**config.mk**
```make
export PLATFORM = sky130hd
export DESIGN_NAME = instr_sequencer
export DESIGN_NICKNAME = d
export VERILOG_FILES = /design/src/rtl/instr_sequencer.sv
export SDC_FILE = /design/constraint.sdc
export NUM_CORES = 1
export LEC_CHECK = 0
export CORE_AREA = 2 2 115 117
export CTS_CLUSTER_SIZE = 10
export DETAILED_ROUTE_END_ITERATION = 10
export DIE_AREA = 0 0 117 119
export PLACE_DENSITY_LB_ADDON = 0.12
export SYNTH_ARGS = -nofsm -noshare
export SYNTH_HDL_FRONTEND = slang
export SYNTH_SLANG_ARGS = --single-unit
```
**constraint.sdc**
```tcl
create_clock -name clock -period 4.67 [get_ports clock]
set_clock_uncertainty 0.05 [all_clocks]
set_input_delay 1.401 -clock clock [delete_from_list [all_inputs] [get_ports clock]]
set_output_delay 1.401 -clock clock [all_outputs]
set_load 0.03 [all_outputs]
```
**src/rtl/instr_sequencer.sv**
```systemverilog
// instr_sequencer: fetches instructions into the IR and steps decoder-driven execute sub-states.
module instr_sequencer #(
  parameter int          MAX_EXEC_CYCLES = 4,
  parameter logic [30:0] FETCH_CW        = 31'h20000008
) (
  input  logic        clock,
  input  logic        reset,
  input  logic [31:0] mem_data,
  input  logic        mem_ready,
  input  logic        stall,
  input  logic [30:0] dec_controlword,
  input  logic [1:0]  dec_nextState,
  input  logic [63:0] dec_K,
  output logic [31:0] instruction,
  output logic [1:0]  state,
  output logic [30:0] controlword,
  output logic [63:0] K,
  output logic        fetching,
  output logic [31:0] retired,
  output logic        exec_error
);
  typedef enum logic {FETCH, EXEC} phase_t;
  localparam logic [30:0] IDLE_CW    = 31'h00000008;
  localparam logic [30:0] STALL_MASK = 31'h1FFFFE7F;
  localparam logic [3:0]  LAST_CNT   = 4'(MAX_EXEC_CYCLES - 1);
  phase_t      phase;
  logic [3:0]  exec_cnt;
  logic [30:0] raw_cw;
  // Reset overrides the registered phase so the reset cycle already looks like FETCH.
  assign fetching    = reset || phase == FETCH;
  assign raw_cw      = fetching ? (mem_ready ? FETCH_CW : IDLE_CW) : dec_controlword;
  assign controlword = stall ? raw_cw & STALL_MASK : raw_cw;
  assign K           = fetching ? '0 : dec_K;
  always_ff @(posedge clock) begin
    if (reset) begin
      phase       <= FETCH;
      instruction <= '0;
      state       <= '0;
      exec_cnt    <= '0;
      retired     <= '0;
      exec_error  <= 1'b0;
    end else if (!stall) begin
      if (phase == FETCH) begin
        if (mem_ready) begin
          instruction <= mem_data;
          state       <= '0;
          exec_cnt    <= '0;
          phase       <= EXEC;
        end
      end else if (dec_nextState == 2'b00) begin
        retired <= retired + 32'd1;
        state   <= '0;
        phase   <= FETCH;
      end else if (exec_cnt == LAST_CNT) begin
        state      <= '0;
        exec_error <= 1'b1;
        phase      <= FETCH;
      end else begin
        state    <= dec_nextState;
        exec_cnt <= exec_cnt + 4'd1;
      end
    end
  end
endmodule

```
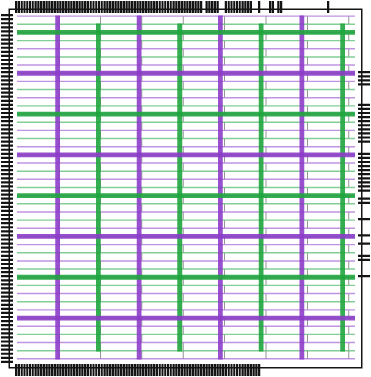
Figure 1: run 1, power grid.
Drawn at 3 px/um. Pins as bars on the die edge. Tap cells in grey.
Key: VSS = purple; VDD = green
176 tap cells. 43 met1 rails follow the rows.

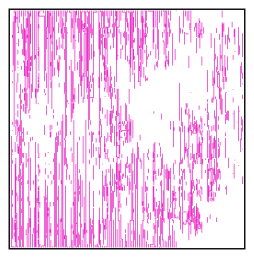
Figure 2: run 1, the metal 2 layer.
Drawn at 2 px/um.
The longest straight run is 66.0 um. The layer holds 52% of the routed length. The wires run mostly vertical. 773 nets have wire on it.
routed wire length: 16.2 mm
Vias: 4462
global-route track usage on met2: 40.1%

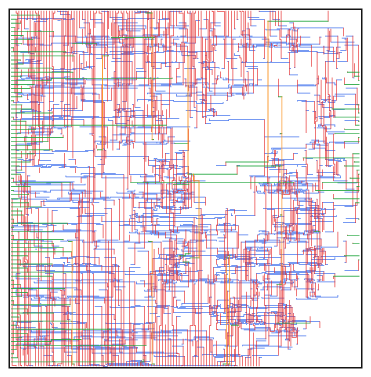
Figure 3: run 1, metal layers overlaid.
Drawn at 3 px/um.
Key: M3 = green [wire length 1170 um]; M2 = red [wire length 8380 um]; M4 = orange [wire length 405 um]; M1 = blue [wire length 6250 um]

==> run summary, run 1 <==
impl run done, here's what came out: status=finished clean, Distinct lib cells used=about 40, Slew headroom=between 50 and 60%, first drt pass iteration count=4, count leader, synth=and2_1, area grow syn2layout=92.1%, drt wl/cell=roughly 17 um, Antenna diodes=0, fin nets=889, Layout Utilization=between 50% and 60%, width of the die=around 120 um, GP Congestion=between 0.9 and 1, clock buffer depth=2, input/output buffers=~300, first-pass GRT wire length=24.0 mm, n_taps=176, number of signal-net inverters in the final layout=2, Top class by area=buffers, Slew Limit Fails=0, pre-CTS setup slack=~0.56 ns, maximum single-stage delay on the critical path=a little under 0.7 ns, Crit-path slowest cell=clkdlybuf4s50_1, Register Area=between 1000 and 1500 um^2, Synth Seq Share=between 30% and 40%, Yosys Instances=480, Clk pin slew, worst setup/hold paths=~0.050 ns, Post-Layout Cell Count=933, Num CTS Buffers=9, top cells by count=and2_1 (93), nand2_1 (81), dfxtp_1 (72), ratio of cells with drive above 1 in the final layout=15.7%, hold buffers post-CTS=0, Total Power=~1600 uW, setup bufs post-CTS=0, Max Clk Rate=~240 MHz, # DRC=0, I/O Pins=between 200 and 300, cell area power density=between 200 and 250 nW/um^2, multi-input gates=370, Signal buffers=~300, Fin Setup TNS=0 ns, Signal buf overhead=43.1%
[run 1: final timing paths]
| path | from | to | cells past startpoint |
|---|---|---|---|
| worst max-delay path | stall | controlword[30] | 3 |
| worst max register to register | retired[9] | retired[28] | 4 |
| worst min register to register | instruction[9] | instruction[9] | 2 |
| worst min-delay path | instruction[9] | instruction[9] | 2 |
[run 1: cells in the final DEF, fill, tap and decap left out, types with 11 or more instances in the layout]
| cell | n |
|---|---|
| or4_1 | 17 |
| a21oi_1 | 60 |
| buf_12 | 27 |
| clkdlybuf4s50_1 | 200 |
| and2_1 | 93 |
| o21ai_0 | 11 |
| buf_4 | 71 |
| dfxtp_1 | 72 |
| nand2_1 | 81 |
| nor2_1 | 16 |
| nand3_1 | 12 |
| o31ai_1 | 14 |
[run 1: layer usage]
| metal | part of all wire (%) | track usage (%) |
|---|---|---|
| met5 | 0 | 0 |
| met4 | 2.5 | 8.60 |
| met3 | 7.2 | 6.82 |
| met2 | 52 | 40.1 |
| met1 | 39 | 25.5 |
[run 1: flip-flops by register name, summed over array words and instances (netlist names)]
name	cells
retired	32
instruction	32
exec_cnt	4
state	2
exec_error	1
phase	1
[run 1: where the power goes]
group | total (uW) | leakage [uW] | internal [uW] | switching [uW]
combinational | 349 | 0.00198 | 187 | 162
clock | 608 | 0.000126 | 367 | 241
sequential | 639 | 0.000584 | 629 | 9.26
total | 1600 | 0.00269 | 1180 | 412
[run 1: cell families (layout without fill, tap and decap cells)]
| logic type | Yosys count | count (layout) | share of synthesized area [%] |
|---|---|---|---|
| compound gates | 93 | 93 | 14.2 |
| xor+xnor | 8 | 8 | 1.89 |
| fa+ha+maj | 2 | 2 | 0.673 |
| buf+inv | 38 | 315 | 4.11 |
| flops | 72 | 72 | 38.8 |
| simple gates | 267 | 267 | 40.4 |
Figure 4. Metal 3 (run 1).
Drawn at 2 px/um. Cells faint in the background.
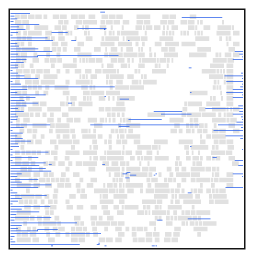

==> run 2: changes to the inputs <==
Settings changed: PLACE_DENSITY set to 0.73, PLACE_DENSITY_LB_ADDON 0.12 to not set, SLEW_MARGIN set to 20.
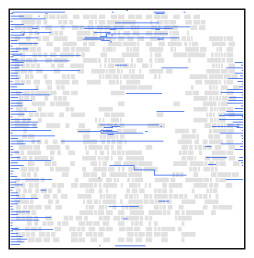
Figure 5: run 2, metal 3.
Drawn at 2 px/um. Cells faint in the background.
The longest straight run is 74.5 um. 157 nets have wire on it. The layer holds 8.4% of the routed length. The wires run mostly horizontal. The layer carries 1440 um of wire.
met3 usage: 5.65%
routed wire length: 17.1 mm
Vias: 4527

==> run 2 against run 1 <==
Effect of this change: clock power shrank 4.6%; register-to-register slack lost 0.05 ns; sequential share of layout area grew 0.085 points; global-route usage grew 1.2 points; cell count grew 0.11%; synthesized area is the same; synthesized cell count is the same; setup slack gained 0.0088 ns; critical path depth is the same.
==> run summary, run 2 <==
impl run done, here's what came out: area grow syn2layout=91.3%, cell row count=~42, antenna viol nets, final=0, GP Congestion=0.879 (-3.2%), first-pass GRT wire length=25.2 mm (+5.0%), Log Warnings=26, multi-input gates=370 (unchanged), Post-synth EDFFs=0, Distinct lib cells used=40 (unchanged), Synth Seq Share=38.8% (unchanged), Signal buf overhead=43.0% (-0.099 points), Crit-path slowest cell=clkdlybuf4s50_1, yosys synthesis chip area=~3700 um^2, H-tree level count=3, Critical Path Source=stall, Post-Syn Nets=between 600 and 700, Signal buffers=300 (+0.33%), input/output buffers=295 (unchanged), yosys warns=0, number of fill cells=between 1000 and 1500, most frequent logic cell in the layout=clkdlybuf4s50_1, setup bufs post-CTS=0 (unchanged), Num CTS Buffers=9 (unchanged), Top class by area=buffers, top cells by count=and2_1 (93), nand2_1 (81), dfxtp_1 (72), width of the die=117 um (unchanged), fin nets=890 (+0.11%), first drt pass iteration count=5 (+1), Post-DP HPWL=about 13 mm, GRT Overall Usage=a little under a quarter, Hold Startpoint=instruction[5], drt wl/cell=18.3 um (+5.2%), cycle use final=between 80% and 90%, cell area power density=221 nW/um^2 (-0.93%), Fin Setup TNS=0 ns (unchanged), area share, top type=between 30% and 40%, FF-to-FF Start=retired[9], status=finished clean, antenna violations before repair=3, number of signal-net inverters in the final layout=2 (unchanged), Critical Path AT=2.67 ns, slew of the pin with the lowest slew margin=between 0.7 and 0.8 ns, n_taps=176 (unchanged), RSZ-0062 raised after global routing=false, Yosys Instances=480 (unchanged), count leader, synth=and2_1, Top cells excl fill/tap=clkdlybuf4s50_1 (204), and2_1 (93), nand2_1 (81), dfxtp_1 (72), buf_4 (71), combinational fraction of the cell area=a little under a third, Core ar.=12900 um^2, gr ovfl total=0, required time worst endpoint=roughly 3.2 ns, Slew Limit Fails=0 (unchanged), maximum vdd drop=around 0.00016 V, Antenna diodes=1 (+1), I/O Pins=296 (unchanged), area post-placement=6860 um^2, ratio of cells with drive above 1 in the final layout=15.3% (-0.40 points), Pleak=between 0.002 and 0.003 uW, Yosys top cell by area=dfxtp_1, clock buffer depth=2 (unchanged), fp util=about 29%, synthesized cell area=around 3700 um^2, Max Clk Rate=243 MHz (+0.21%), worst min-delay path category=reg -> reg, WS Path Type=in -> out, maximum single-stage delay on the critical path=0.60 ns (-0.08 ns), hold buffers post-CTS=0 (unchanged), most used flip-flop cell=dfxtp_1, Slew headroom=49.8% (-0.39 points), crit path cell chain=clkdlybuf4s50_1, nor3b_1, buf_4, # DRC=0 (unchanged), CTS resizes=0, asr flop ratio synth=0%, Clk pin slew, worst setup/hold paths=0.05 ns (about the same), Register Area=1440 um^2 (unchanged), CTS tree=yes, Largest regs=instruction x32, retired x32, exec_cnt x4
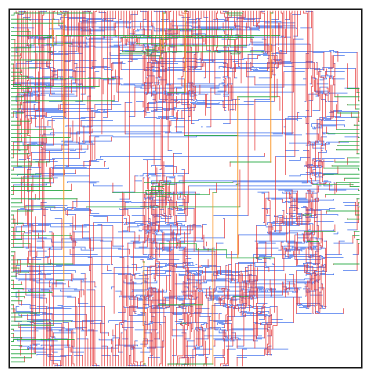
Figure 6: run 2, metal layers overlaid.
Drawn at 3 px/um.
Key: M4 = orange [wire length 337 um]; M1 = blue [wire length 6900 um]; M3 = green [wire length 1440 um]; M2 = red [wire length 8400 um]

-- run 2: final timing paths --
check / depth (start not counted) / slack (ns) / end
worst max-delay path: 3 / 0.55 / controlword[30]
worst min-delay path: 2 / 0.40 / instruction[5]
worst max register to register: 4 / 2.27 / retired[28]
worst min register to register: 2 / 0.40 / instruction[5]
-- run 2: power breakdown --
group	internal (uW)	switching, uW	leakage (uW)
clock network	348	232	0.000121
registers	630	9.32	0.000584
logic	188	168	0.00197
-- run 2: worst max-delay path: cells and delay by family --
family        cells  cell delay [ns]
buf+inv           2             0.84
simple gates      1             0.42
-- run 2: routing by layer --
| metal | vias to the layer above | track usage, % | part of all wire, % |
|---|---|---|---|
| met2 | 206 | 39.3 | 49 |
| met4 | 0 | 6.84 | 2.0 |
| met3 | 21 | 5.65 | 8.4 |
| met1 | 2104 | 31.2 | 40 |
| li1 | 2196 | - | - |
| met5 | - | 0 | 0 |
-- run 2: stage by stage --
stage	instances	util (%)	total power [uW]	hold slack [ns]	setup WS (ns)
finish	934	55.2	1570	0.403	0.553
floorplan	480	-	790	0.411	0.166
CTS	933	55.2	1590	0.403	0.569
detailed placement	920	53.3	1000	0.396	0.568
global placement	920	53.3	1000	0.392	0.575
global route	934	55.2	1640	0.426	0.478
-- run 2: cell families (layout without fill, tap and decap cells) --
group                      after synthesis  after routing  synth area share, %
DFF                                     72             72                 38.8
and+or+nand+nor                        267            267                 40.4
xor gates and xnor gates                 8              8                 1.89
buffers and inverters                   38            315                 4.11
AOI/OAI and AO/OA                       93             93                 14.2
adders and majority gates                2              2                0.673
other                                    0              1                    0
No activity file was given, so power comes from the tool's default toggle rates.
